File: src/rtl/fetch_stage_if.sv
// Bus between the fetch stage, the instruction memory and the decode stage.
// The master side is the fetch stage itself; the slave side is its environment.
interface fetch_stage_if #(
   parameter int unsigned PC_W = 9
);
   logic                stall_i;
   logic                redirect_i;
   logic [PC_W-1:0]     redirect_pc_i;
   logic                imem_en_o;
   logic [PC_W-3:0]     imem_addr_o;
   logic [31:0]         imem_rdata_i;
   logic [PC_W+31:0]    if_o;
   logic                if_valid_o;

   modport master (
      input  stall_i,
      input  redirect_i,
      input  redirect_pc_i,
      input  imem_rdata_i,
      output imem_en_o,
      output imem_addr_o,
      output if_o,
      output if_valid_o
   );

   modport slave (
      output stall_i,
      output redirect_i,
      output redirect_pc_i,
      output imem_rdata_i,
      input  imem_en_o,
      input  imem_addr_o,
      input  if_o,
      input  if_valid_o
   );
endinterface

File: src/rtl/fetch_stage.sv
// Instruction-fetch stage: owns the PC, issues word reads to a synchronous
// instruction memory and produces the IF/ID register {pc_next, instr}.
// A response arriving while stalled is parked in a one-word hold buffer.
module fetch_stage #(
   parameter int unsigned      PC_W     = 9,
   parameter logic [PC_W-1:0]  RESET_PC = '0,
   parameter logic [31:0]      NOP      = 32'h0000_0013
) (
   input  logic            clk,
   input  logic            rst,
   fetch_stage_if.master   bus
);

   typedef struct packed {
      logic [PC_W-1:0] pc_next;
      logic [31:0]     instr;
   } if_reg_t;

   localparam logic [PC_W-1:0] PC_STEP  = PC_W'(4);
   localparam logic [PC_W-1:0] WORD_MSK = ~PC_W'(3);
   localparam if_reg_t         BUBBLE   = '{pc_next: '0, instr: NOP};

   logic [PC_W-1:0] pc_q;
   logic [PC_W-1:0] f_pc_q;
   logic            f_valid_q;
   logic [31:0]     hold_q;
   logic            hold_valid_q;
   if_reg_t         if_q;
   logic            if_valid_q;
   logic [31:0]     src;

   // Memory request, response selection and output drive
   always_comb begin
      src             = hold_valid_q ? hold_q : bus.imem_rdata_i;
      bus.imem_en_o   = !rst && !bus.stall_i && !bus.redirect_i;
      bus.imem_addr_o = pc_q[PC_W-1:2];
      bus.if_o        = if_q;
      bus.if_valid_o  = if_valid_q;
   end

   // PC, in-flight tracking, hold buffer and IF/ID register; rst > redirect > stall
   always_ff @(posedge clk) begin
      if (rst) begin
         pc_q         <= RESET_PC;
         f_pc_q       <= '0;
         f_valid_q    <= 1'b0;
         hold_valid_q <= 1'b0;
         if_q         <= BUBBLE;
         if_valid_q   <= 1'b0;
      end else if (bus.redirect_i) begin
         pc_q         <= bus.redirect_pc_i & WORD_MSK;
         f_valid_q    <= 1'b0;
         hold_valid_q <= 1'b0;
         if_q         <= BUBBLE;
         if_valid_q   <= 1'b0;
      end else if (bus.stall_i) begin
         // Only the first stalled response is real; later cycles issue nothing.
         if (f_valid_q && !hold_valid_q) begin
            hold_q       <= bus.imem_rdata_i;
            hold_valid_q <= 1'b1;
         end
      end else begin
         if (f_valid_q) begin
            if_q <= '{pc_next: f_pc_q + PC_STEP, instr: src};
         end else begin
            if_q <= BUBBLE;
         end
         if_valid_q   <= f_valid_q;
         f_pc_q       <= pc_q;
         f_valid_q    <= 1'b1;
         pc_q         <= pc_q + PC_STEP;
         hold_valid_q <= 1'b0;
      end
   end

endmodule

File: src/flat_wrapper.sv
// flat-port wrapper written by rule: the top's interface ports become plain ports
module fetch_stage_flat 
#(
   parameter int unsigned      PC_W     = 9,
   parameter logic [PC_W-1:0]  RESET_PC = '0,
   parameter logic [31:0]      NOP      = 32'h0000_0013
)
  (clk, rst, bus_stall_i, bus_redirect_i, bus_redirect_pc_i, bus_imem_rdata_i, bus_imem_en_o, bus_imem_addr_o, bus_if_o, bus_if_valid_o);
  fetch_stage_if #(.PC_W(PC_W)) bus_i ();
  input  logic clk;
  input  logic rst;
  input wire logic [$bits(bus_i.stall_i)-1:0] bus_stall_i;
  input wire logic [$bits(bus_i.redirect_i)-1:0] bus_redirect_i;
  input wire logic [$bits(bus_i.redirect_pc_i)-1:0] bus_redirect_pc_i;
  input wire logic [$bits(bus_i.imem_rdata_i)-1:0] bus_imem_rdata_i;
  output wire logic [$bits(bus_i.imem_en_o)-1:0] bus_imem_en_o;
  output wire logic [$bits(bus_i.imem_addr_o)-1:0] bus_imem_addr_o;
  output wire logic [$bits(bus_i.if_o)-1:0] bus_if_o;
  output wire logic [$bits(bus_i.if_valid_o)-1:0] bus_if_valid_o;
  assign bus_i.stall_i = bus_stall_i;
  assign bus_i.redirect_i = bus_redirect_i;
  assign bus_i.redirect_pc_i = bus_redirect_pc_i;
  assign bus_i.imem_rdata_i = bus_imem_rdata_i;
  assign bus_imem_en_o = bus_i.imem_en_o;
  assign bus_imem_addr_o = bus_i.imem_addr_o;
  assign bus_if_o = bus_i.if_o;
  assign bus_if_valid_o = bus_i.if_valid_o;
  fetch_stage #(.PC_W(PC_W), .RESET_PC(RESET_PC), .NOP(NOP)) u_core (.clk(clk), .rst(rst), .bus(bus_i));
endmodule
File: config.mk
export PLATFORM = sky130hd
export DESIGN_NAME = fetch_stage_flat
export DESIGN_NICKNAME = d
export VERILOG_FILES = /design/src/rtl/fetch_stage_if.sv /design/src/rtl/fetch_stage.sv /design/src/flat_wrapper.sv
export SDC_FILE = /design/constraint.sdc
export NUM_CORES = 1
export LEC_CHECK = 0
export CORE_MARGIN = 3
export CORE_UTILIZATION = 47
export DETAILED_ROUTE_END_ITERATION = 10
export GPL_ROUTABILITY_DRIVEN = 0
export PLACE_DENSITY = 0.86
export SYNTH_ARGS = -nofsm -noshare
export SYNTH_HDL_FRONTEND = slang
export SYNTH_SLANG_ARGS = --single-unit
File: constraint.sdc
create_clock -name clk -period 4.3 [get_ports clk]
set_input_delay 0.43 -clock clk [delete_from_list [all_inputs] [get_ports clk]]
set_output_delay 0.43 -clock clk [all_outputs]
set_load 0.05 [all_outputs]
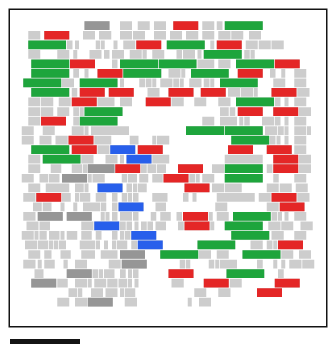
Figure 1: run 1, sequential cells grouped by signal name.
The bar under the picture is 20 um long. Other sequential cells in the stronger gray, the rest of the logic in the fainter gray.
u_core.bus.if_o -> red  # sequential cells 39, where all over the die
u_core.hold_q -> green  # sequential cells 32
u_core.f_pc_q -> blue  # sequential cells 7
not colored = 10
FF+latch area: 0.00208 mm^2
final core occ: 0.667

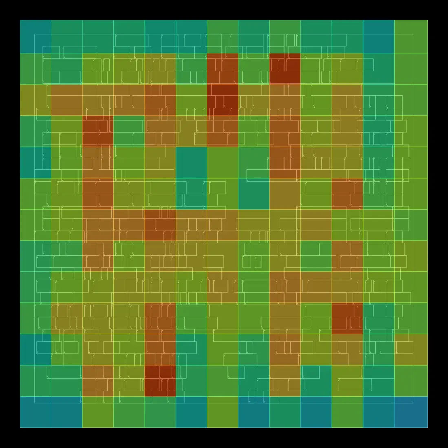
Figure 2: run 1, routing congestion map.
GR Util met2: 0.278
Overall Global Routing Usage: 0.176

==> changes_impl.md, run 1 <==
### Changed

- Status: finished, final reports clean
- Most numerous logic cells after layout: clkdlybuf4s50_1, dfxtp_1, nand2_1
- Synth Warn #: 0
- Leak: 1.53 nW
- Worst Reg-to-Reg Cells: 3
- XORs/XNORs by Area: 0.0184
- Post-Layout Cell Count: a little under 500
- CP Max Fanout: 20
- Setup CP Type: input pin to output port
- Fp util: 0.487
- Seq share, synth: 0.625
- Top_reg_cell synth: dfxtp_1
- DP Area: 0.00432 mm^2
- Clock buffer depth: 2
- Crit path from: bus_stall_i
- Root Buffer: clkbuf_8
- Routed wl met2: between 3000 and 4000 um
- Worst setup margin: 1.70 ns
- Post-synth regs: 88
- Post-synth ARST share: 0
- Fillers: 558
- Yosys cell count: around 300
- GR Util met1: 0.233
- Antenna Cells: 0
- Critical path's most frequent cell: clkdlybuf4s50_1
- Final setup fails: 0
- Pin count of the biggest net entering global routing: 38
- Busiest grt layer: met2
- Mapped cell area: 0.00333 mm^2
- Layout Nets: approximately 430
- Post-CTS Setup Inserts: 0
- Slowest CP cell: clkdlybuf4s50_1
- RSZ-0062 raised after global routing: false
- Post-cts gate resize count: 0
- Commonest Layout Cell: clkdlybuf4s50_1
- DRT antenna net count: 0
- MI comb area: 0.00116 mm^2
- Count leader, synth: dfxtp_1
- Core Region: 0.00683 mm^2
- Multiplexer share: 0.0996
- Pins Over Slew Limit: 0
- DRT Pass-1 Iters: 4
- Die Footprint: ~0.0081 mm^2
- DR iter-0 viols: around 130
- Slew Limit Headroom: 0.292
- DR DRC count: 0
- CP Cell Sequence: clkdlybuf4s50_1, buf_4, nor3_1, clkdlybuf4s50_1
- Mapped Cells: 297
- AO/OA Area Share: 0.106
- Instance count on the critical path: 4
- Clk sinks: 88
- Crit path buf inv count: 3
- Core Rows: 30
- Die Width: roughly 90 um
- Vias in the first global route: about 2.5k
- DP HPWL: ~5000 um
- Register-to-register setup slack: 2.17 ns
- Top delay family on crit path: buffers and inverters
- Number of buffers created by CTS: 9
- Hold Buf Count CTS: 0
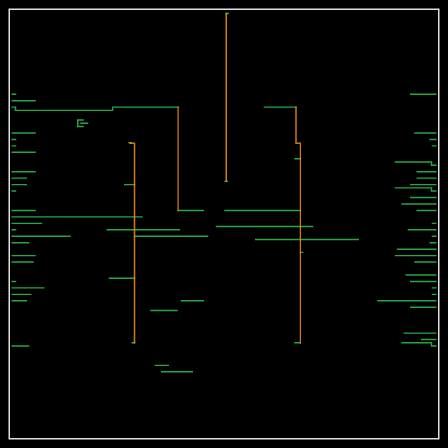
Figure 3: run 1, routed metal, one color a layer.
Two of the layers only.
metal 4 -> orange  # wire length 151 um
metal 3 -> green  # wire length 418 um
Via Count: 2502
Routed WL: 7050 um
routed len/inst: 14.5 um

==> run 1: power by group <==
part           total (mW)  switching (mW)  internal (mW)  leakage (nW)
Clock               0.675           0.288          0.387         0.117
Combinational       0.142          0.0744         0.0679         0.667
Sequential          0.887          0.0135          0.874         0.743
Total                1.70           0.376           1.33          1.53
==> run 1: layout make-up <==
cell class	instances	area share
Clock inverter	7	0.0261
Inverter	3	0.00247
Timing Repair Buffer	96	0.207
Tap cell	96	0.0263
Sequential cell	88	0.457
Multi-Input combinational cell	187	0.254
Clock buffer	9	0.0272
==> run 1: sequential cells by signal (all words and copies together) (netlist names) <==
signal,count
u_core.bus.if_valid_o,1
u_core.hold_q,32
u_core.hold_valid_q,1
u_core.f_pc_q,7
u_core.f_valid_q,1
u_core.pc_q,7
u_core.bus.if_o,39
Figure 4. Logic cells by family (run 1).
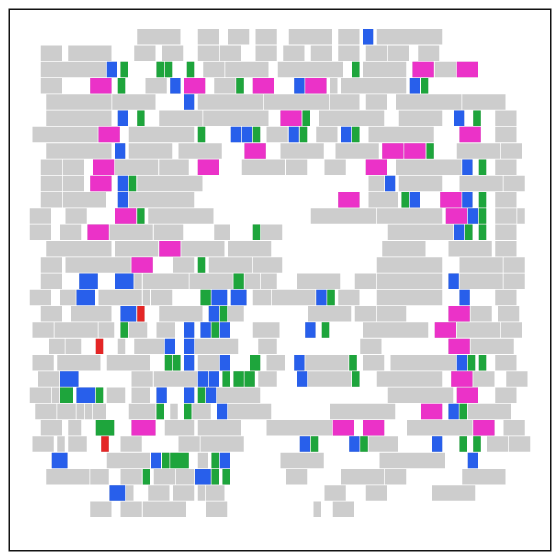

--- run 2 (diff from run 1) ---
--- a/config.mk
+++ b/config.mk
@@ -6,10 +6,10 @@
 export NUM_CORES = 1
 export LEC_CHECK = 0
 export CORE_MARGIN = 3
-export CORE_UTILIZATION = 47
+export CORE_UTILIZATION = 43
 export DETAILED_ROUTE_END_ITERATION = 10
 export GPL_ROUTABILITY_DRIVEN = 0
-export PLACE_DENSITY = 0.86
+export PLACE_DENSITY = 0.83
 export SYNTH_ARGS = -nofsm -noshare
 export SYNTH_HDL_FRONTEND = slang
 export SYNTH_SLANG_ARGS = --single-unit
==> constraint.sdc (replaced) <==
create_clock -name clk -period 2.28 [get_ports clk]
set_input_delay 0.228 -clock clk [delete_from_list [all_inputs] [get_ports clk]]
set_output_delay 0.228 -clock clk [all_outputs]
set_load 0.05 [all_outputs]
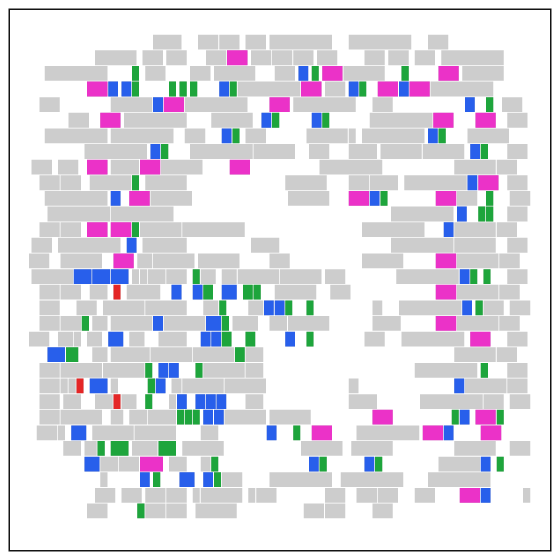
Figure 5: run 2, logic cells by family.
inverters -> red  # cells 3
NAND gates -> green  # cells 60, where all over the die
inverting AOI/OAI gates -> blue  # cells 60, where all over the die
multiplexers -> magenta  # cells 33, where all over the die
Post-Layout Cell Count: 494
Commonest Layout Cell: clkdlybuf4s50_1
Comb area share: 0.252

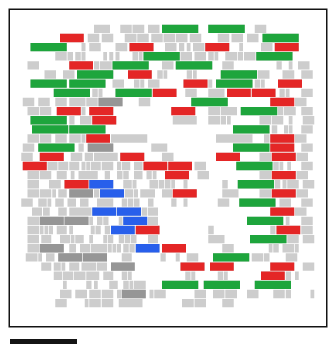
Figure 6: run 2, sequential cells grouped by signal name.
The bar under the picture is 20 um long. Other sequential cells in the stronger gray, the rest of the logic in the fainter gray.
u_core.hold_q -> green  # sequential cells 32, where all over the die
u_core.bus.if_o -> red  # sequential cells 39, where all over the die
u_core.f_pc_q -> blue  # sequential cells 7
not colored = 10
proportion of cell area occupied by registers: 0.452
final core occ: 0.626
sequential power: 1.67 mW

==> run 2 against run 1 <==
  * Non-clock buffer count increased by 5
  * Cell count is 1.6% higher
  * Synthesized cell count is the same
  * Power up 82%
  * Wire length fell by 0.20%
  * Via count decreased by 1.7%
  * Clock power rose by about 70%
  * Global-route usage decreased by 1.0 points
  * Count of clock-buffer cells in the layout is 1 higher
  * Critical path depth down 3
  * Critical path type is now register to output port
==> changes_impl.md, run 2 <==
### Changed

- Status: finished, final reports clean
- Fmax: 530 MHz
- Seq share, synth: 0.625
- RSZ-0062 raised after global routing: false
- Crit path buf inv count: 1
- Power Internal: 2.39 mW
- Worst setup margin: just under 0.4 ns
- Routed WL: 7040 um
- Instance count on the critical path: 1
- Leak: 1.55 nW
- Yosys cell count: 297
- Mapped cell area: between 0.003 and 0.004 mm^2
- Post-synth regs: 88
- Top pwr grp: sequential cells
- Worst Reg-to-Reg Cells: 3
- Number of buffers created by CTS: 9
- Slew Limit Headroom: 0.639
- Register-to-register setup slack: 0.70 ns
- FF-to-FF End: u_core.bus.if_o[40]
- Post-cts gate resize count: 0
- Final period util: 0.827
- Layout Nets: ~440
- CP Cell Sequence: clkdlybuf4s50_1
- Fin Hold WS: 0.436 ns
- Sw Ratio: 0.226
- Hold path depth: 3
- Post-synth ARST share: 0
- Tmin final: 1.89 ns
- Top_reg_cell synth: dfxtp_1
- Antenna Cells: 0
- CTS H-Tree Depth: 3
- Clock network fraction of design power: 0.371
- Count leader, synth: dfxtp_1
- DRT Pass-1 Iters: 4
- GR Util met2: 0.267
- Top delay family on crit path: buffers and inverters
- Fillers: 576
- Crit path from: u_core.pc_q[2]
- DR DRC count: 0
- Die Width: ~94 um
- Max reg flops: 39
- Hold Buf Count CTS: 0
- GR Util met1: 0.215
- Final setup fails: 0
- CP Max Fanout: 6
- Core Rows: 31
- FF+latch area: 0.00208 mm^2
- Core Region: 0.00737 mm^2
- Fp util: 0.452
- Top cells by count: dfxtp_1, nand2_1, o21ai_0
- DR iter-0 viols: 63
- Setup CP Type: register to output port
- Reg power frac: 0.540
- Clk sinks: 88
- Post-CTS Setup Inserts: 0
- DP Area: 0.00440 mm^2
- Most numerous logic cells after layout: clkdlybuf4s50_1, dfxtp_1, nand2_1
- DP HPWL: 4920 um
- Routed wl met2: approximately 3400 um
- Synth Warn #: 0
- Pins Over Slew Limit: 0
- Slowest CP cell: clkdlybuf4s50_1
- Die Footprint: about 0.0088 mm^2
- MI comb area: 0.00116 mm^2
- Vias in the first global route: 2417
- Net Sw Power: approximately 700 uW
- Clock buffer depth: 2
- Overall Global Routing Usage: 0.166
- Combinational power share: 0.089
- Pin count of the biggest net entering global routing: 38
- Root Buffer: clkbuf_8
- Mapped Cells: 297
- Via Count: 2460
- Clock Power: 1.15 mW
- DRT antenna net count: 0
- Routed wl met3: 364 um
- Comb pwr: roughly 270 uW
- Max Cap Violations: 0
- Busiest grt layer: met2
- Ports: 95
- Worst path max stage delay: between 0.8 and 0.9 ns
- Routed len/inst: 14.2 um
## run 2: worst register-to-register path, cell delays in order, from the launching register on
cell,delay [ns]
dfxtp_1,0.37
or4b_1,0.53
or4_1,0.53
nand3_1,0.09
## run 2: layout make-up
type / instances / area share
clock buffers: 10 / 0.0277
multi-input cells: 187 / 0.252
clock inverters: 6 / 0.0182
flip-flops and latches: 88 / 0.452
well taps: 99 / 0.0269
repair buffers: 101 / 0.221
inverters: 3 / 0.00244
## run 2: cell families (layout without fill, tap and decap cells)
kind of cell    count (synthesis)  count (layout)  synth area share
flops                          88              88             0.625
simple gates                   81              81             0.110
compound gates                 62              62             0.106
mux                            33              33            0.0996
buf+inv                        23             120            0.0319
xor+xnor                        7               7            0.0184
fa+ha+maj                       2               2           0.00751
other cells                     1               2           0.00113
No activity file was given, so power comes from the tool's default toggle rates.
